[config.mk]
export PLATFORM = sky130hd
export DESIGN_NAME = sram_ctrl
export DESIGN_NICKNAME = d
export VERILOG_FILES = /design/src/rtl/sram_ctrl.sv
export SDC_FILE = /design/constraint.sdc
export NUM_CORES = 1
export LEC_CHECK = 0
export CAP_MARGIN = 20
export CORE_MARGIN = 5
export CORE_UTILIZATION = 40
export DETAILED_ROUTE_END_ITERATION = 8
export GPL_ROUTABILITY_DRIVEN = 0
export PLACE_DENSITY = 0.79
export SLEW_MARGIN = 20
export SYNTH_ARGS = -nofsm -noshare
export SYNTH_HDL_FRONTEND = slang
export SYNTH_SLANG_ARGS = --single-unit
export TNS_END_PERCENT = 10
[constraint.sdc]
create_clock -name clk -period 2.17 [get_ports clk]
set_clock_uncertainty 0.2 [all_clocks]
set_input_delay 0.3255 -clock clk [delete_from_list [all_inputs] [get_ports clk]]
set_output_delay 0.3255 -clock clk [all_outputs]
set_load 0.02 [all_outputs]
[src/rtl/sram_ctrl.sv]
// sram_ctrl: memory-side controller between the CPU request interface and an
// asynchronous external SRAM. One request is in flight at a time. Read and write
// strobe widths are set by READ_WAIT / WRITE_WAIT. Each write is followed by one
// hold cycle, so address and data stay stable after WE rises.
//
// Ports
//   clk, rst                      clock, synchronous active-high reset
//   mem_addr, mem_data_in         CPU request address / write data
//   mem_r_en, mem_w_en            CPU read / write request (read wins if both)
//   mem_data_out                  last completed read data
//   mem_rdy                       request can be accepted this cycle
//   mem_cplt                      one-cycle completion pulse
//   sram_addr, sram_dq_out        registered SRAM address / write data
//   sram_dq_oe                    DQ tristate enable for the top level
//   sram_dq_in                    SRAM read data
//   sram_ce_n, sram_oe_n, sram_we_n  active-low SRAM strobes
module sram_ctrl #(
    parameter int unsigned MEM_ADDR_WIDTH = 18,
    parameter int unsigned DATA_WIDTH     = 16,
    parameter int unsigned READ_WAIT      = 2,
    parameter int unsigned WRITE_WAIT     = 2
) (
    input  logic                      clk,
    input  logic                      rst,
    input  logic [MEM_ADDR_WIDTH-1:0] mem_addr,
    input  logic [DATA_WIDTH-1:0]     mem_data_in,
    input  logic                      mem_r_en,
    input  logic                      mem_w_en,
    output logic [DATA_WIDTH-1:0]     mem_data_out,
    output logic                      mem_rdy,
    output logic                      mem_cplt,
    output logic [MEM_ADDR_WIDTH-1:0] sram_addr,
    output logic [DATA_WIDTH-1:0]     sram_dq_out,
    output logic                      sram_dq_oe,
    input  logic [DATA_WIDTH-1:0]     sram_dq_in,
    output logic                      sram_ce_n,
    output logic                      sram_oe_n,
    output logic                      sram_we_n
);

    localparam int unsigned MAX_WAIT = (READ_WAIT > WRITE_WAIT) ? READ_WAIT : WRITE_WAIT;
    localparam int unsigned CNT_W    = $clog2(MAX_WAIT + 1);
    localparam logic [CNT_W-1:0] READ_LOAD  = CNT_W'(READ_WAIT - 1);
    localparam logic [CNT_W-1:0] WRITE_LOAD = CNT_W'(WRITE_WAIT - 1);

    typedef enum logic [2:0] {StIdle, StRead, StWrite, StHold, StCplt} state_e;

    state_e                    state_q, state_d;
    logic [CNT_W-1:0]          cnt_q, cnt_d;
    logic [MEM_ADDR_WIDTH-1:0] addr_q, addr_d;
    logic [DATA_WIDTH-1:0]     dq_out_q, dq_out_d;
    logic [DATA_WIDTH-1:0]     data_out_q, data_out_d;
    logic                      dq_oe_q, dq_oe_d;
    logic                      ce_n_q, ce_n_d;
    logic                      oe_n_q, oe_n_d;
    logic                      we_n_q, we_n_d;
    logic                      cplt_q, cplt_d;

    // Every output below is a register; the strobe values for a state are loaded
    // on the edge that enters that state.
    always_comb begin
        state_d    = state_q;
        cnt_d      = cnt_q;
        addr_d     = addr_q;
        dq_out_d   = dq_out_q;
        data_out_d = data_out_q;
        dq_oe_d    = dq_oe_q;
        ce_n_d     = ce_n_q;
        oe_n_d     = oe_n_q;
        we_n_d     = we_n_q;
        cplt_d     = 1'b0;

        case (state_q)
            StIdle: begin
                if (mem_r_en || mem_w_en) begin
                    addr_d   = mem_addr;
                    dq_out_d = mem_data_in;
                    ce_n_d   = 1'b0;
                    if (mem_r_en) begin
                        // Read has priority; a simultaneous write is dropped.
                        state_d = StRead;
                        cnt_d   = READ_LOAD;
                        oe_n_d  = 1'b0;
                    end else begin
                        state_d = StWrite;
                        cnt_d   = WRITE_LOAD;
                        we_n_d  = 1'b0;
                        dq_oe_d = 1'b1;
                    end
                end
            end
            StRead: begin
                if (cnt_q == '0) begin
                    data_out_d = sram_dq_in;
                    ce_n_d     = 1'b1;
                    oe_n_d     = 1'b1;
                    cplt_d     = 1'b1;
                    state_d    = StCplt;
                end else begin
                    cnt_d = cnt_q - CNT_W'(1);
                end
            end
            StWrite: begin
                if (cnt_q == '0) begin
                    // WE rises first; CE and DQ drive stay on for the hold cycle.
                    we_n_d  = 1'b1;
                    state_d = StHold;
                end else begin
                    cnt_d = cnt_q - CNT_W'(1);
                end
            end
            StHold: begin
                ce_n_d  = 1'b1;
                dq_oe_d = 1'b0;
                cplt_d  = 1'b1;
                state_d = StCplt;
            end
            StCplt: begin
                state_d = StIdle;
            end
            default: begin
                state_d = StIdle;
                ce_n_d  = 1'b1;
                oe_n_d  = 1'b1;
                we_n_d  = 1'b1;
                dq_oe_d = 1'b0;
            end
        endcase
    end

    always_ff @(posedge clk) begin
        if (rst) begin
            state_q    <= StIdle;
            cnt_q      <= '0;
            addr_q     <= '0;
            dq_out_q   <= '0;
            data_out_q <= '0;
            dq_oe_q    <= 1'b0;
            ce_n_q     <= 1'b1;
            oe_n_q     <= 1'b1;
            we_n_q     <= 1'b1;
            cplt_q     <= 1'b0;
        end else begin
            state_q    <= state_d;
            cnt_q      <= cnt_d;
            addr_q     <= addr_d;
            dq_out_q   <= dq_out_d;
            data_out_q <= data_out_d;
            dq_oe_q    <= dq_oe_d;
            ce_n_q     <= ce_n_d;
            oe_n_q     <= oe_n_d;
            we_n_q     <= we_n_d;
            cplt_q     <= cplt_d;
        end
    end

    assign mem_rdy      = (state_q == StIdle) && !rst;
    assign mem_cplt     = cplt_q;
    assign mem_data_out = data_out_q;
    assign sram_addr    = addr_q;
    assign sram_dq_out  = dq_out_q;
    assign sram_dq_oe   = dq_oe_q;
    assign sram_ce_n    = ce_n_q;
    assign sram_oe_n    = oe_n_q;
    assign sram_we_n    = we_n_q;

endmodule
Figure 1. Congestion heat map (run 1).
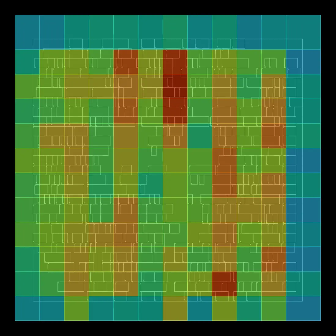
met3 usage in global routing: 0.06148
met2 Usage GRT: 0.2641
most heavily used metal layer in global routing: met2

Figure 2. Met1 routing (run 1).
Scale: 3 px per um.
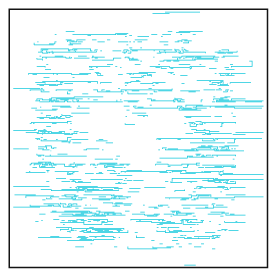
The layer holds 43% of the routed length. The wires run mostly horizontal. The layer carries 2590 um of wire.
met1 capacity usage during global routing: 0.1882
DR vias: 2227
WL final: 5976 um

==> run summary, run 1 <==
Item: results of the latest flow run.

- The maximum root-to-sink buffer count is 2.
- The kind of end point of the critical path is an output pin.
- The number of buffers inserted by hold repair at cts is 0.
- The core utilization of the finished layout is 0.6545.
- The sequential element share of the synthesized area is 0.5257.
- The count of routing violations after the opening detailed-route iteration is 52.
- The critical path endpoint is mem_rdy.
- Per the skew report, the later register of the worst-skew pair sees a clock latency of 0.31 ns.
- Gates resized during post-CTS repair numbered 1.
- Of the available clock period, the critical path in the final layout requires 0.9055.
- Per the layout area report, the sequential fraction of cell area is 0.3313.
- The number of nets at floorplan is 339.
- According to the report, the first pass of detailed routing completed in 4 iterations.
- Per the TritonCTS log, the buffer count is 9.
- The filler cells instantiated in the layout total 473.
- The run finished with clean final reports.
- The start point of the worst min-delay path is mem_data_out[14]$_SDFFE_PP0P_.
- The detail-routed via count per cell is 4.748.
- The aggregate global routing overflow is 0.
- Tap insertion was completed with 72 tapcells.
- The kind of start point of the critical path is a flip-flop.
- The layout net count is 448.
- The cell-mix breakdown from Yosys lists the compound-gate area share as 0.1555.
- The number of cells in Yosys stat is 284.
- Input and output buffers added on the ports amount to 109.
- The plain and repair buffers instantiated in the layout total 120.
- According to the floorplan report, the die width is 85.58 um.
- The antenna cell count is 0.
- The routed length on met1 is 2591 um.
- The timing report gives the clock slew at the launch and capture registers of the worst setup and hold paths as 0.07 ns.
- TritonCTS built the clock tree.
- The initialized floorplan defines 27 standard-cell rows.
- In this run the tools logged warnings totalling 26.
- The share of the core filled by cells before placement is 0.4124.
- TritonRoute reported its final design rule violation total as 0.
- The first-pass GRT wire length is 9480 um.
- Measured along the y axis, the die boundary spans 85.58 um.
- Entering global routing, the biggest net connects 62 pins.
- After detailed routing, the met2 layer carries 2746 um of wire.
- The post-layout total power is 3.625 mW.
- Looking at the reg2reg group, the worst path starts from cnt_q[0]$_SDFFE_PP0P_.
- After detailed placement, the total cell area comes to 3423 sq um.
- The data arrival time of the critical path is 1.44 ns.
- The number of flip-flops and latches in the synthesized netlist is 60.
- Per the timing report, the biggest fanout along the worst path comes to 2.
Figure 3. Gate-type map (run 1).
Scale: 3 px per um.
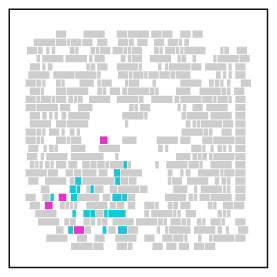
non-inverting ao/oa cells: drawn in magenta, cells 4, most used o21a_1, where bottom left. nor cells: drawn in cyan, cells 19, most used nor2_1.
Layout Cells excl Fill: 469
multi-input logic portion of the cell area: 0.2581

==> run 1: layout by cell type, fill, tap and decap left out, types with 3 or more instances in the layout <==
master / instances
clkdlybuf4s50_1: 107
nand2_1: 104
dfxtp_1: 60
a21oi_1: 53
buf_4: 10
clkbuf_8: 9
nor2_1: 7
inv_1: 4
nor3_1: 4
clkinv_2: 4
o21bai_1: 3
o21a_1: 3
==> run 1: state kept, by name (all words and copies together) (netlist names) <==
register and cells:
sram_oe_n 1, mem_data_out 16, sram_we_n 1, sram_addr 18, cnt_q 2, sram_dq_oe 1, sram_dq_out 16, state_q 3
sram_ce_n 1, mem_cplt 1
==> run 1: power by group <==
part	switching (mW)	internal, mW	total [mW]
combinational	0.660	0.573	1.23
sequential	0.0811	1.27	1.35
clock	0.410	0.632	1.04
Figure 4. Where the registers sit (run 1).
Scale: 6 px per um. Other sequential cells in the stronger gray, the rest of the logic in the fainter gray.
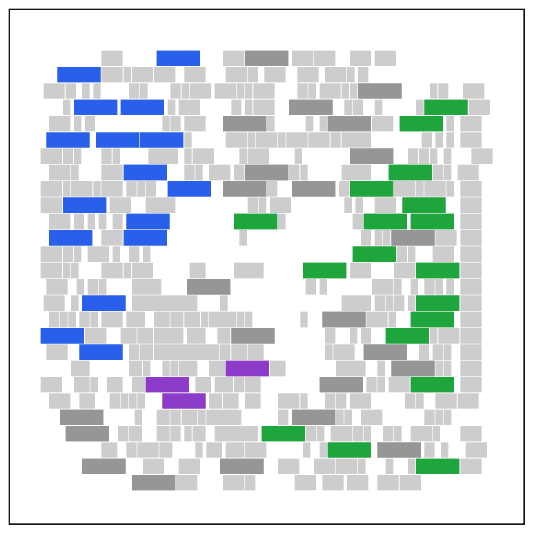

==> run 1 -> run 2 <==
==> constraint.sdc (replaced) <==
create_clock -name clk -period 2.17 [get_ports clk]
set_clock_uncertainty 0.2 [all_clocks]
set_input_delay 0.3255 -clock clk [delete_from_list [all_inputs] [get_ports clk]]
set_output_delay 0.3255 -clock clk [all_outputs]
set_load 0.005 [all_outputs]
Figure 5. Where the registers sit (run 2).
Scale: 6 px per um. Other sequential cells in the stronger gray, the rest of the logic in the fainter gray.
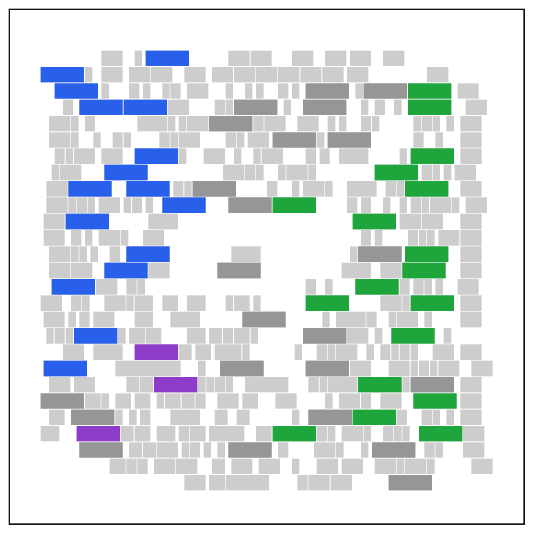
state_q: drawn in purple, sequential cells 3. sram_addr: drawn in green, sequential cells 18. mem_data_out: drawn in blue, sequential cells 16.
share of cell area taken by flip-flops and latches: 0.3321
Core Util, Final: 0.6529
sequential standard cell area: 1201 sq um
Seq group: 1.36 mW

Figure 6. Layout detail (run 2).
Window x 52 to 77, y 52 to 77 um. Cells in gray, sequential cells in the stronger gray; small squares are vias.
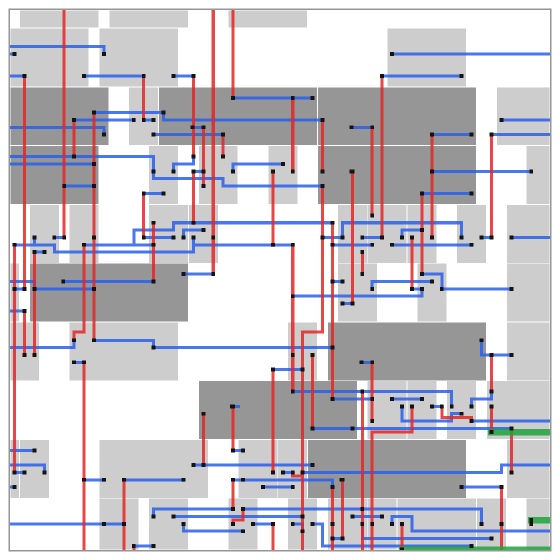
M2: drawn in red. M1: drawn in blue. M3: drawn in green.
Most frequent: nand2_1 (18), clkdlybuf4s50_1 (10). Sequential cells in the window: 9. Netlist names of flops here include sram_addr (5), sram_dq_out (4). 50 logic cells have their middle in the window.

Figure 7. Met1 routing (run 2).
Scale: 3 px per um.
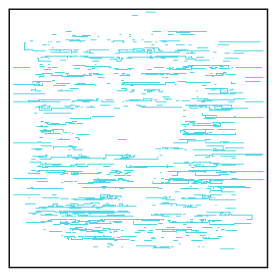
The wires run mostly horizontal. 388 nets have wire on it. The layer holds 43% of the routed length. The layer carries 2600 um of wire. The longest straight run is 25.3 um.
met1 capacity usage during global routing: 0.1929
WL final: 6073 um
DR vias: 2218

==> run 2 against run 1 <==
Synthesized cell count is the same; largest power group unchanged; worst hold slack hardly changed; clock-buffer cell count rose by 3; non-clock buffer count is 1 lower; cell area down 0.24%; fmax increased by 0.74%; highest routed layer unchanged; register-to-register slack got worse by 0.10 ns; global-route usage about the same; core utilization down 0.16 points; critical path type unchanged; critical path depth is the same; largest cell class unchanged; area after synthesis is the same.
==> run summary, run 2 <==
Item: results of the latest flow run.

- The layout net count is 447.
- The combinational share of power is 0.316.
- The start point of the worst min-delay path is sram_addr[1]$_SDFFE_PP0P_.
- The number of buffers inserted by hold repair at cts is 0.
- The dominant power group in this design is registers.
- Counting flops and latches in the post-synthesis netlist gives 60.
- The flow ran to the end, and the final reports show no timing, DRC or antenna violations.
- The quantity of gates resized following cts is 1.
- The data arrival time of the critical path is 1.43 ns.
- The horizontal die dimension reported for this design is 85.58 um.
- The number of antenna violations at the first check in global routing is 0.
- The number of cells reported by Yosys stat comes to 284.
- The placement report lists the number of port buffers as 109.
- The number of fill cells is 490.
- Among logic cells in the layout, the one with the most instances is clkdlybuf4s50_1.
- Dividing the final minimum period by the clock period gives 0.8989.
- STA shows the worst reg2reg path with a cell count of 6.
- The post-layout total power is 3.389 mW.
- The logic gate fraction of the total cell area is 0.2587.
- After the first detailed-routing iteration, the DRC count stood at 76.
- The worst setup path is launched from a flip-flop.
- The setup slack after layout is 0.2195 ns.
- At the floorplan stage, the core utilization is reported as 0.4124.
- From bottom edge to top edge, the die measures 85.58 um.
- Switching power as a fraction of the total was reported as 0.2831.
- The tool warning count is 26.
- The clock buffer count from CTS is 9.
- The core area is 5540 sq um.
- The number of flip-flops in the largest register is 18.
- Per the OpenROAD power report, switching power amounts to 959.4 uW.
- The first-pass iteration count of the detailed router is 4.
- The clock latency at the later pin of the worst-skew pair is 0.32 ns.
- The largest fanout on the critical path is 8.
- The kind of end point of the critical path is an output pin.
- The final cell count without fillers is 467.
- The proportion of power drawn by the clock network is 0.283.
- Headroom to the max-slew limit came out at 0.5920.
- The placed instances occupy a cell area of 3428 sq um.
- The die area is 7323 sq um.
- The critical path endpoint is mem_rdy.
- The number of warnings printed during yosys synthesis is 0.
- The design has 60 sequential cells.
- The total routing resource utilization after global routing is 0.1605.
- The beginning of the worst register-to-register path is state_q[1]$_SDFFE_PP0P_.
- The floorplan report lists the tap cell count as 72.
- The fraction of synthesized cell area taken by the top area cell type is 0.5257.
- Entering global routing, the biggest net connects 62 pins.
- The first-pass GRT wire length is 9522 um.
- The met2 wirelength from detailed routing is 2813 um.
- The mean instance size in the synthesized netlist is 8.045 sq um.
- Of the total power, registers draw 0.400.
- After layout, the buffer instance count without clock buffers stands at 119.
- The buffer cell driving the clock tree root is clkbuf_8.
- The cell row count is 27.
- The clock slew seen by the registers of the worst setup and hold paths is 0.07 ns.
- The detail-routed via count per cell is 4.749.
- The design internal power is 2.430 mW.
- The count of H-tree levels built during CTS is 3.
- The share of the Yosys chip area taken by registers is 0.5257.
- The library cells used most frequently in the layout, excluding fill and tap cells, are 107 x clkdlybuf4s50_1, 104 x nand2_1, 60 x dfxtp_1, 53 x a21oi_1, 11 x clkbuf_8.
- The final antenna diode tally reported by the flow is 0.
- The final layout report lists a clock buffer count of 12.
- The post-route DRC violation count is 0.
- The reported clock group power is 960 uW.
- The routed length on met1 is 2600 um.
- Per report_power, the Combinational row totals 1.07 mW.
- The aggregate global routing overflow is 0.
- In this run the deepest clock path goes through 2 buffers.
- The mapped cell area is 2285 sq um.
- TritonCTS built the clock tree.
- The number of nets handed over by synthesis was 339.
[run 2: cell counts after synthesis]
Identical to the previous run, type by type.
[run 2: critical path: cells and delay by family, from the launching register on]
family | cells | cell delay, ns
buffers and inverters | 1 | 0.28
AND/OR/NAND/NOR | 2 | 0.44
flip-flops | 1 | 0.39
[run 2: cell families after synthesis]
kind of cell | share of synthesized area
xor gates and xnor gates | 0.003834
DFF | 0.5257
and+or+nand+nor | 0.2404
AOI/OAI and AO/OA | 0.1555
buffers and inverters | 0.06462
muxes | 0.004381
adders and majority gates | 0.005476
[run 2: routing by layer]
metal  track usage  vias to the layer above
met5             0                        -
met4       0.06475                        0
met3       0.06148                       11
met1        0.1929                      984
li1              -                     1144
met2        0.2578                       79
==> run 2 -> run 3 <==
--- a/config.mk
+++ b/config.mk
@@ -11,7 +11,7 @@
 export DETAILED_ROUTE_END_ITERATION = 8
 export GPL_ROUTABILITY_DRIVEN = 0
 export PLACE_DENSITY = 0.79
-export SLEW_MARGIN = 20
+export SLEW_MARGIN = 15
 export SYNTH_ARGS = -nofsm -noshare
 export SYNTH_HDL_FRONTEND = slang
 export SYNTH_SLANG_ARGS = --single-unit
Figure 8. Gate-type map (run 3).
Scale: 3 px per um.
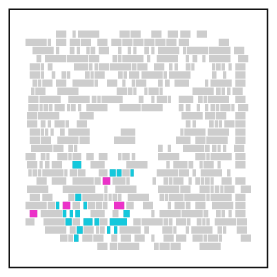
most instantiated logic cell after routing: clkdlybuf4s50_1
multi-input logic portion of the cell area: 0.2587
Layout Cells excl Fill: 467

Figure 9. Where the registers sit (run 3).
Scale: 6 px per um. Other sequential cells in the stronger gray, the rest of the logic in the fainter gray.
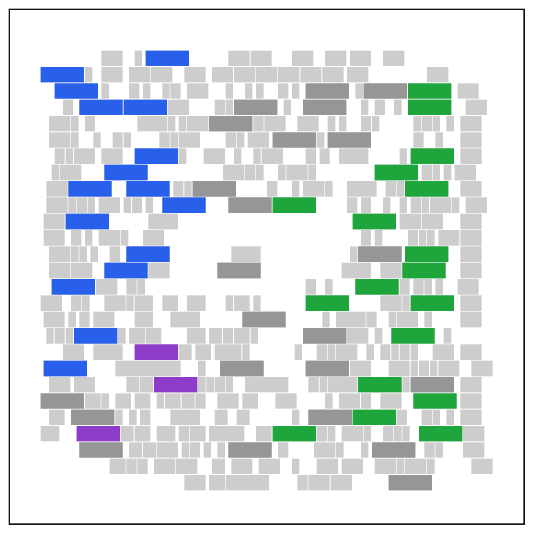
sram_addr: drawn in green, sequential cells 18. mem_data_out: drawn in blue, sequential cells 16. state_q: drawn in purple, sequential cells 3.
Another 23 sequential cells are not colored.

Figure 10. Met1 routing (run 3).
Scale: 3 px per um.
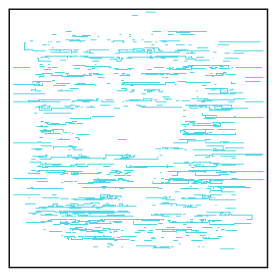
The layer holds 43% of the routed length. 388 nets have wire on it. The layer carries 2600 um of wire.

==> run 3 against run 2 <==
Synthesized cell count did not move; core utilization did not move; cell area did not move; sequential power barely moved; clock-buffer cell count did not move; first-iteration DRC count did not move; non-clock buffer count did not move; clock power barely moved; total power did not move; worst hold slack did not move; critical path type unchanged; largest cell class unchanged; largest power group unchanged.
==> run summary, run 3 <==
Item: results of the latest flow run.

- Among the non-sequential cells, simple AND/OR/NAND/NOR gates take the most area.
- The first-pass GRT wire length is 9522 um.
- The xor and xnor area share after synthesis is 0.003834.
- Of the available clock period, the critical path in the final layout requires 0.8989.
- Switching power as a fraction of the total was reported as 0.2831.
- The number of antenna violations at the first check in global routing came to 0.
- The reported clock group power is 960 uW.
- The area fraction in mux cells is 0.004381.
- The kind of start point of the critical path is a flip-flop.
- The die area is 7323 sq um.
- The maximum root-to-sink buffer count is 2.
- The number of cells in Yosys stat is 284.
- The mean instance size in the synthesized netlist is 8.045 sq um.
- The power group with the largest share is registers.
- In the layout the commonest cells are 107 x clkdlybuf4s50_1, 104 x nand2_1, 60 x dfxtp_1, 53 x a21oi_1, 11 x clkbuf_8.
- The register with the most flip-flops in the layout has 18 of them.
- The share of the core filled by cells before placement is 0.4124.
- Registers represent a cell area share of 0.3321.
- The global routing met3 resource utilization is 0.06148.
- The mapped cell area is 2285 sq um.
- Warnings reported by Yosys during synthesis add up to 0.
- The non-clock buffer total of the final layout is 119.
- The largest fanout on the critical path is 8.
- After global routing the overflow that remains totals 0.
- The antenna cell count is 0.
- In the global route stage, met1 resource usage came out at 0.1929.
- The quantity of gates resized following cts is 1.
- Once synthesis finished, the tally of register bits stood at 60.
- In the per-layer breakdown of the detailed-route log, met1 shows 2600 um.
- According to the cell report, flip-flops and latches in the layout number 60.
- The number of clock buffers in the layout is 12.
- The clock buffer count from CTS is 9.
- The AND-OR/OR-AND share of the synthesized area is 0.1555.
- The adder-cell share of the synthesized area is 0.005476.
- When the netlist entered floorplanning its net count stood at 339.
- The flow ran to the end, and the final reports show no timing, DRC or antenna violations.
- The die is 85.58 um wide.
- The total routing resource utilization after global routing is 0.1605.
- The power dissipated in sequential cells is 1.36 mW.
- In the post-route report, total wirelength is listed as 6073 um.
- The H-tree was split into 3 levels.
- The buffer cell driving the clock tree root is clkbuf_8.
- At the later pin of the worst-skew pair, clock insertion delay measures 0.32 ns.
- Per Yosys stat, the portion of area used by sequential elements is 0.5257.
- The beginning of the worst register-to-register path is state_q[1]$_SDFFE_PP0P_.
- The combinational share of power is 0.316.
-- run 3: cell counts in the layout (fill, tap and decap cells not counted) --
No cell type changed its count.
-- run 3: through the flow --
stage | worst slack (ns) | util | total power, mW | area [sq um]
floorplan | 0.3514 | - | 1.940 | 2285
global placement | 0.1736 | 0.6188 | 2.439 | 3428
detailed placement | 0.1243 | 0.6188 | 2.463 | 3428
CTS | 0.1918 | 0.6529 | 3.435 | 3617
global route | 0.1160 | 0.6529 | 3.598 | 3617
finish | 0.2195 | 0.6529 | 3.389 | 3617
-- run 3: worst max-delay path, stage by stage (launching register included) --
cell and delay [ns]:
dfxtp_1 0.39, or2_1 0.27, nor3_1 0.17, dlygate4sd2_1 0.28
No activity file was given, so power comes from the tool's default toggle rates.
